## src/rtl/csr_pkg.sv

```systemverilog
// Shared definitions for the CSR command issuer.
//
// Contents:
//   csr_op_e            Zicsr funct3 values, which double as the CSR command opcodes
//   CSR_RO_PREFIX       index[11:10] value that marks a read-only CSR
//   csr_is_read_only()  read-only predicate on a 12-bit CSR address
//   csr_issue_state_t   issuer FSM state type and its state constants
package csr_pkg;

  // Zicsr funct3 encodings. funct3 values 000 and 100 are not CSR accesses.
  typedef enum logic [2:0] {
    CSRRW  = 3'b001,
    CSRRS  = 3'b010,
    CSRRC  = 3'b011,
    CSRRWI = 3'b101,
    CSRRSI = 3'b110,
    CSRRCI = 3'b111
  } csr_op_e;

  // The top two address bits equal to 2'b11 mark a read-only CSR.
  localparam logic [1:0] CSR_RO_PREFIX = 2'b11;

  function automatic logic csr_is_read_only(input logic [11:0] index);
    return index[11:10] == CSR_RO_PREFIX;
  endfunction

  // Issuer FSM states. They are plain constants so older tools can still use them.
  typedef logic [1:0] csr_issue_state_t;
  localparam csr_issue_state_t IDLE    = 2'd0;
  localparam csr_issue_state_t ISSUE   = 2'd1;
  localparam csr_issue_state_t RESP    = 2'd2;
  localparam csr_issue_state_t ILLEGAL = 2'd3;

endpackage

```

## src/rtl/csr_cmd_issuer_decode.sv

```systemverilog
// Combinational decode of a Zicsr instruction into its CSR command attributes.
//
// Ports:
//   funct3_i   Zicsr funct3 field
//   rd_i       destination register index
//   rs1_idx_i  rs1 field (this is the uimm for the immediate forms)
//   index_i    CSR address
//   opcode_o   command opcode; 0 when funct3 is not a CSR access
//   ren_o      the CSR is read
//   wen_o      the CSR is written
//   illegal_o  bad funct3, or a write to a read-only CSR
module csr_access_decode
  import csr_pkg::*;
#(
  parameter int unsigned CSR_IDX_W = 12
) (
  input  logic [2:0]           funct3_i,
  input  logic [4:0]           rd_i,
  input  logic [4:0]           rs1_idx_i,
  input  logic [CSR_IDX_W-1:0] index_i,
  output logic [2:0]           opcode_o,
  output logic                 ren_o,
  output logic                 wen_o,
  output logic                 illegal_o
);

  logic bad_funct3;
  logic read_only;

  assign read_only = index_i[CSR_IDX_W-1 -: 2] == CSR_RO_PREFIX;

  always_comb begin
    opcode_o   = 3'b000;
    ren_o      = 1'b0;
    wen_o      = 1'b0;
    bad_funct3 = 1'b0;
    case (funct3_i)
      // Writes always happen. The read is skipped when the old value would go to x0.
      CSRRW, CSRRWI: begin
        opcode_o = funct3_i;
        ren_o    = rd_i != 5'd0;
        wen_o    = 1'b1;
      end
      // Set and clear forms always read. A zero rs1 index or zero uimm means no write.
      CSRRS, CSRRC, CSRRSI, CSRRCI: begin
        opcode_o = funct3_i;
        ren_o    = 1'b1;
        wen_o    = rs1_idx_i != 5'd0;
      end
      default: bad_funct3 = 1'b1;
    endcase
    // A read of a read-only CSR is legal. Only an actual write to one is illegal.
    illegal_o = bad_funct3 | (wen_o & read_only);
  end

endmodule

```

## src/rtl/csr_cmd_issuer.sv

```systemverilog
// Initiator side of the CSR command interface.
//
// Accepts one decoded Zicsr instruction at a time. For a legal instruction it
// strobes a single command to the CSR unit, captures the old CSR value that
// comes back in the same cycle, and hands that value to writeback (only when
// rd != 0). An illegal form raises a one-cycle illegal-instruction event and
// no command is issued. flush aborts whatever is in flight.
//
// Ports:
//   clk, nrst                 clock; synchronous active-low reset
//   req_*                     decode request (valid/ready) and the instruction fields
//   csr_cmd_*, csr_reg_val,
//   csr_uimm                  command to the CSR unit; all zero unless csr_cmd_valid
//   csr_val_in                old CSR value returned during the command cycle
//   wb_valid/ready, wb_rd,
//   wb_data                   result handshake towards writeback
//   flush                     pipeline flush; highest priority
//   illegal_valid, illegal_pc illegal-instruction event
module csr_cmd_issuer
  import csr_pkg::*;
#(
  parameter int unsigned XLEN      = 32,
  parameter int unsigned CSR_IDX_W = 12
) (
  input  logic                 clk,
  input  logic                 nrst,
  // Request from decode
  input  logic                 req_valid,
  output logic                 req_ready,
  input  logic [2:0]           req_funct3,
  input  logic [CSR_IDX_W-1:0] req_csr_index,
  input  logic [4:0]           req_rs1_idx,
  input  logic [XLEN-1:0]      req_rs1_val,
  input  logic [4:0]           req_rd,
  input  logic [XLEN-1:0]      req_pc,
  // Command to the CSR unit
  output logic                 csr_cmd_valid,
  output logic [2:0]           csr_cmd_opcode,
  output logic [CSR_IDX_W-1:0] csr_cmd_index,
  output logic                 csr_cmd_ren,
  output logic                 csr_cmd_wen,
  output logic [XLEN-1:0]      csr_reg_val,
  output logic [4:0]           csr_uimm,
  input  logic [XLEN-1:0]      csr_val_in,
  // Writeback
  output logic                 wb_valid,
  input  logic                 wb_ready,
  output logic [4:0]           wb_rd,
  output logic [XLEN-1:0]      wb_data,
  // Control and exception events
  input  logic                 flush,
  output logic                 illegal_valid,
  output logic [XLEN-1:0]      illegal_pc
);

  csr_issue_state_t state_q, state_d;

  logic [2:0]           opcode_q, opcode_d;
  logic                 ren_q, ren_d;
  logic                 wen_q, wen_d;
  logic [CSR_IDX_W-1:0] index_q, index_d;
  logic [4:0]           rs1_idx_q, rs1_idx_d;
  logic [XLEN-1:0]      rs1_val_q, rs1_val_d;
  logic [4:0]           rd_q, rd_d;
  logic [XLEN-1:0]      pc_q, pc_d;
  logic [XLEN-1:0]      result_q, result_d;

  logic [2:0] dec_opcode;
  logic       dec_ren;
  logic       dec_wen;
  logic       dec_illegal;

  // The incoming fields are decoded so an illegal form can be sent straight to
  // ILLEGAL. The registered decode results then drive the command.
  csr_access_decode #(
    .CSR_IDX_W (CSR_IDX_W)
  ) u_decode (
    .funct3_i  (req_funct3),
    .rd_i      (req_rd),
    .rs1_idx_i (req_rs1_idx),
    .index_i   (req_csr_index),
    .opcode_o  (dec_opcode),
    .ren_o     (dec_ren),
    .wen_o     (dec_wen),
    .illegal_o (dec_illegal)
  );

  logic in_idle;
  logic accept;
  logic cmd_fire;
  logic wb_fire;
  logic ill_fire;

  // req_ready is held low during a flush so an ignored request never looks accepted.
  assign in_idle  = state_q == IDLE;
  assign accept   = in_idle & req_valid & ~flush;
  assign cmd_fire = (state_q == ISSUE) & ~flush;
  assign wb_fire  = (state_q == RESP) & ~flush;
  assign ill_fire = (state_q == ILLEGAL) & ~flush;

  always_comb begin
    state_d   = state_q;
    opcode_d  = opcode_q;
    ren_d     = ren_q;
    wen_d     = wen_q;
    index_d   = index_q;
    rs1_idx_d = rs1_idx_q;
    rs1_val_d = rs1_val_q;
    rd_d      = rd_q;
    pc_d      = pc_q;
    result_d  = result_q;

    if (accept) begin
      opcode_d  = dec_opcode;
      ren_d     = dec_ren;
      wen_d     = dec_wen;
      index_d   = req_csr_index;
      rs1_idx_d = req_rs1_idx;
      rs1_val_d = req_rs1_val;
      rd_d      = req_rd;
      pc_d      = req_pc;
    end

    // csr_val_in is valid only while the command strobe is high.
    if (cmd_fire) begin
      result_d = csr_val_in;
    end

    if (flush) begin
      state_d = IDLE;
    end else begin
      case (state_q)
        IDLE: begin
          if (req_valid) begin
            state_d = dec_illegal ? ILLEGAL : ISSUE;
          end
        end
        ISSUE:   state_d = (rd_q == 5'd0) ? IDLE : RESP;
        // No accept happens in the handshake cycle. The next request waits in IDLE.
        RESP:    state_d = wb_ready ? IDLE : RESP;
        ILLEGAL: state_d = IDLE;
        default: state_d = IDLE;
      endcase
    end
  end

  always_ff @(posedge clk) begin
    if (!nrst) begin
      state_q   <= IDLE;
      opcode_q  <= '0;
      ren_q     <= 1'b0;
      wen_q     <= 1'b0;
      index_q   <= '0;
      rs1_idx_q <= '0;
      rs1_val_q <= '0;
      rd_q      <= '0;
      pc_q      <= '0;
      result_q  <= '0;
    end else begin
      state_q   <= state_d;
      opcode_q  <= opcode_d;
      ren_q     <= ren_d;
      wen_q     <= wen_d;
      index_q   <= index_d;
      rs1_idx_q <= rs1_idx_d;
      rs1_val_q <= rs1_val_d;
      rd_q      <= rd_d;
      pc_q      <= pc_d;
      result_q  <= result_d;
    end
  end

  assign req_ready = in_idle & ~flush;

  // Each payload is gated by its own strobe, so the interfaces read as zero when idle.
  assign csr_cmd_valid  = cmd_fire;
  assign csr_cmd_opcode = cmd_fire ? opcode_q : 3'b000;
  assign csr_cmd_index  = cmd_fire ? index_q : '0;
  assign csr_cmd_ren    = cmd_fire & ren_q;
  assign csr_cmd_wen    = cmd_fire & wen_q;
  assign csr_reg_val    = cmd_fire ? rs1_val_q : '0;
  assign csr_uimm       = cmd_fire ? rs1_idx_q : 5'd0;

  assign wb_valid = wb_fire;
  assign wb_rd    = wb_fire ? rd_q : 5'd0;
  assign wb_data  = wb_fire ? result_q : '0;

  assign illegal_valid = ill_fire;
  assign illegal_pc    = ill_fire ? pc_q : '0;

endmodule

```

## config.mk

```make
export PLATFORM = sky130hd
export DESIGN_NAME = csr_cmd_issuer
export DESIGN_NICKNAME = d
export VERILOG_FILES = /design/src/rtl/csr_pkg.sv /design/src/rtl/csr_cmd_issuer_decode.sv /design/src/rtl/csr_cmd_issuer.sv
export SDC_FILE = /design/constraint.sdc
export NUM_CORES = 1
export LEC_CHECK = 0
export CORE_ASPECT_RATIO = 1.4
export CORE_MARGIN = 2
export CORE_UTILIZATION = 42
export DETAILED_ROUTE_END_ITERATION = 12
export HOLD_SLACK_MARGIN = 0.06
export PLACE_DENSITY = 0.79
export SLEW_MARGIN = 20
export SYNTH_ARGS = -nofsm -noshare
export SYNTH_HDL_FRONTEND = slang
export SYNTH_SLANG_ARGS = --single-unit
```

## constraint.sdc

```tcl
create_clock -name clk -period 2.2 [get_ports clk]
set_input_delay 0.66 -clock clk [delete_from_list [all_inputs] [get_ports clk]]
set_output_delay 0.66 -clock clk [all_outputs]
set_load 0.05 [all_outputs]
```

==> CHANGELOG.md <==
### Physical design

- R2r startpoint: state_q[1]
- Logic area: 3110 um^2
- Htree depth: 4
- Status: finished, violations left
- FP Core Util: 43.2%
- Ys cells: 695
- Hold Crit Class: flop to flop
- Violated checks: setup timing
- Switching share of power: 22.2%
- Site Rows: 49
- Yosys xor share: 0%
- GR Util met1: 27.8%
- First-pass GRT wire length: 30600 um
- Remaining global-route overflow: 0
- Reg clk slew, reported paths: 0.05 ns
- Vias in the first global route: 5929
- Area leader, netlist: dfxtp_1
- Total clock buffers created by CTS: 17
- Detailed Place HPWL: 13000 um
- Final worst setup slack: -0.180 ns
- Combinational power share: 11.9%
- Setup violators final: 124
- First drt pass iteration count: 4
- WP depth: 7
- Final core utilization: 86.3%
- Register share after synthesis: 44.8%
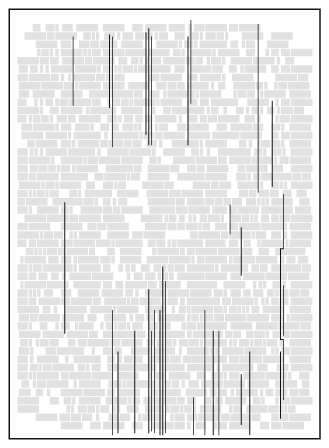
**Above:** M4 wires.
The layer carries 1040 um of wire. The layer holds 4.9% of the routed length. The longest straight run is 55.1 um.

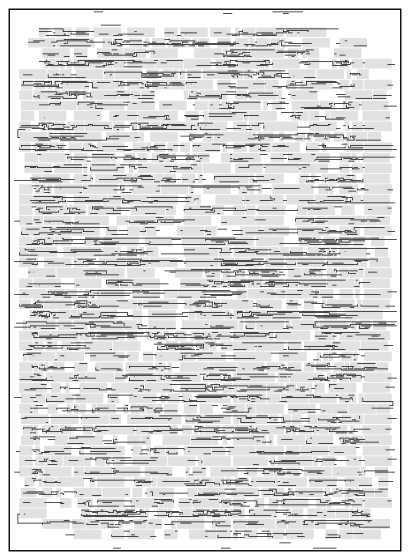
**Above:** met1 routing.
941 nets have wire on it. The longest straight run is 39.1 um.

No activity file was given, so power comes from the tool's default toggle rates.
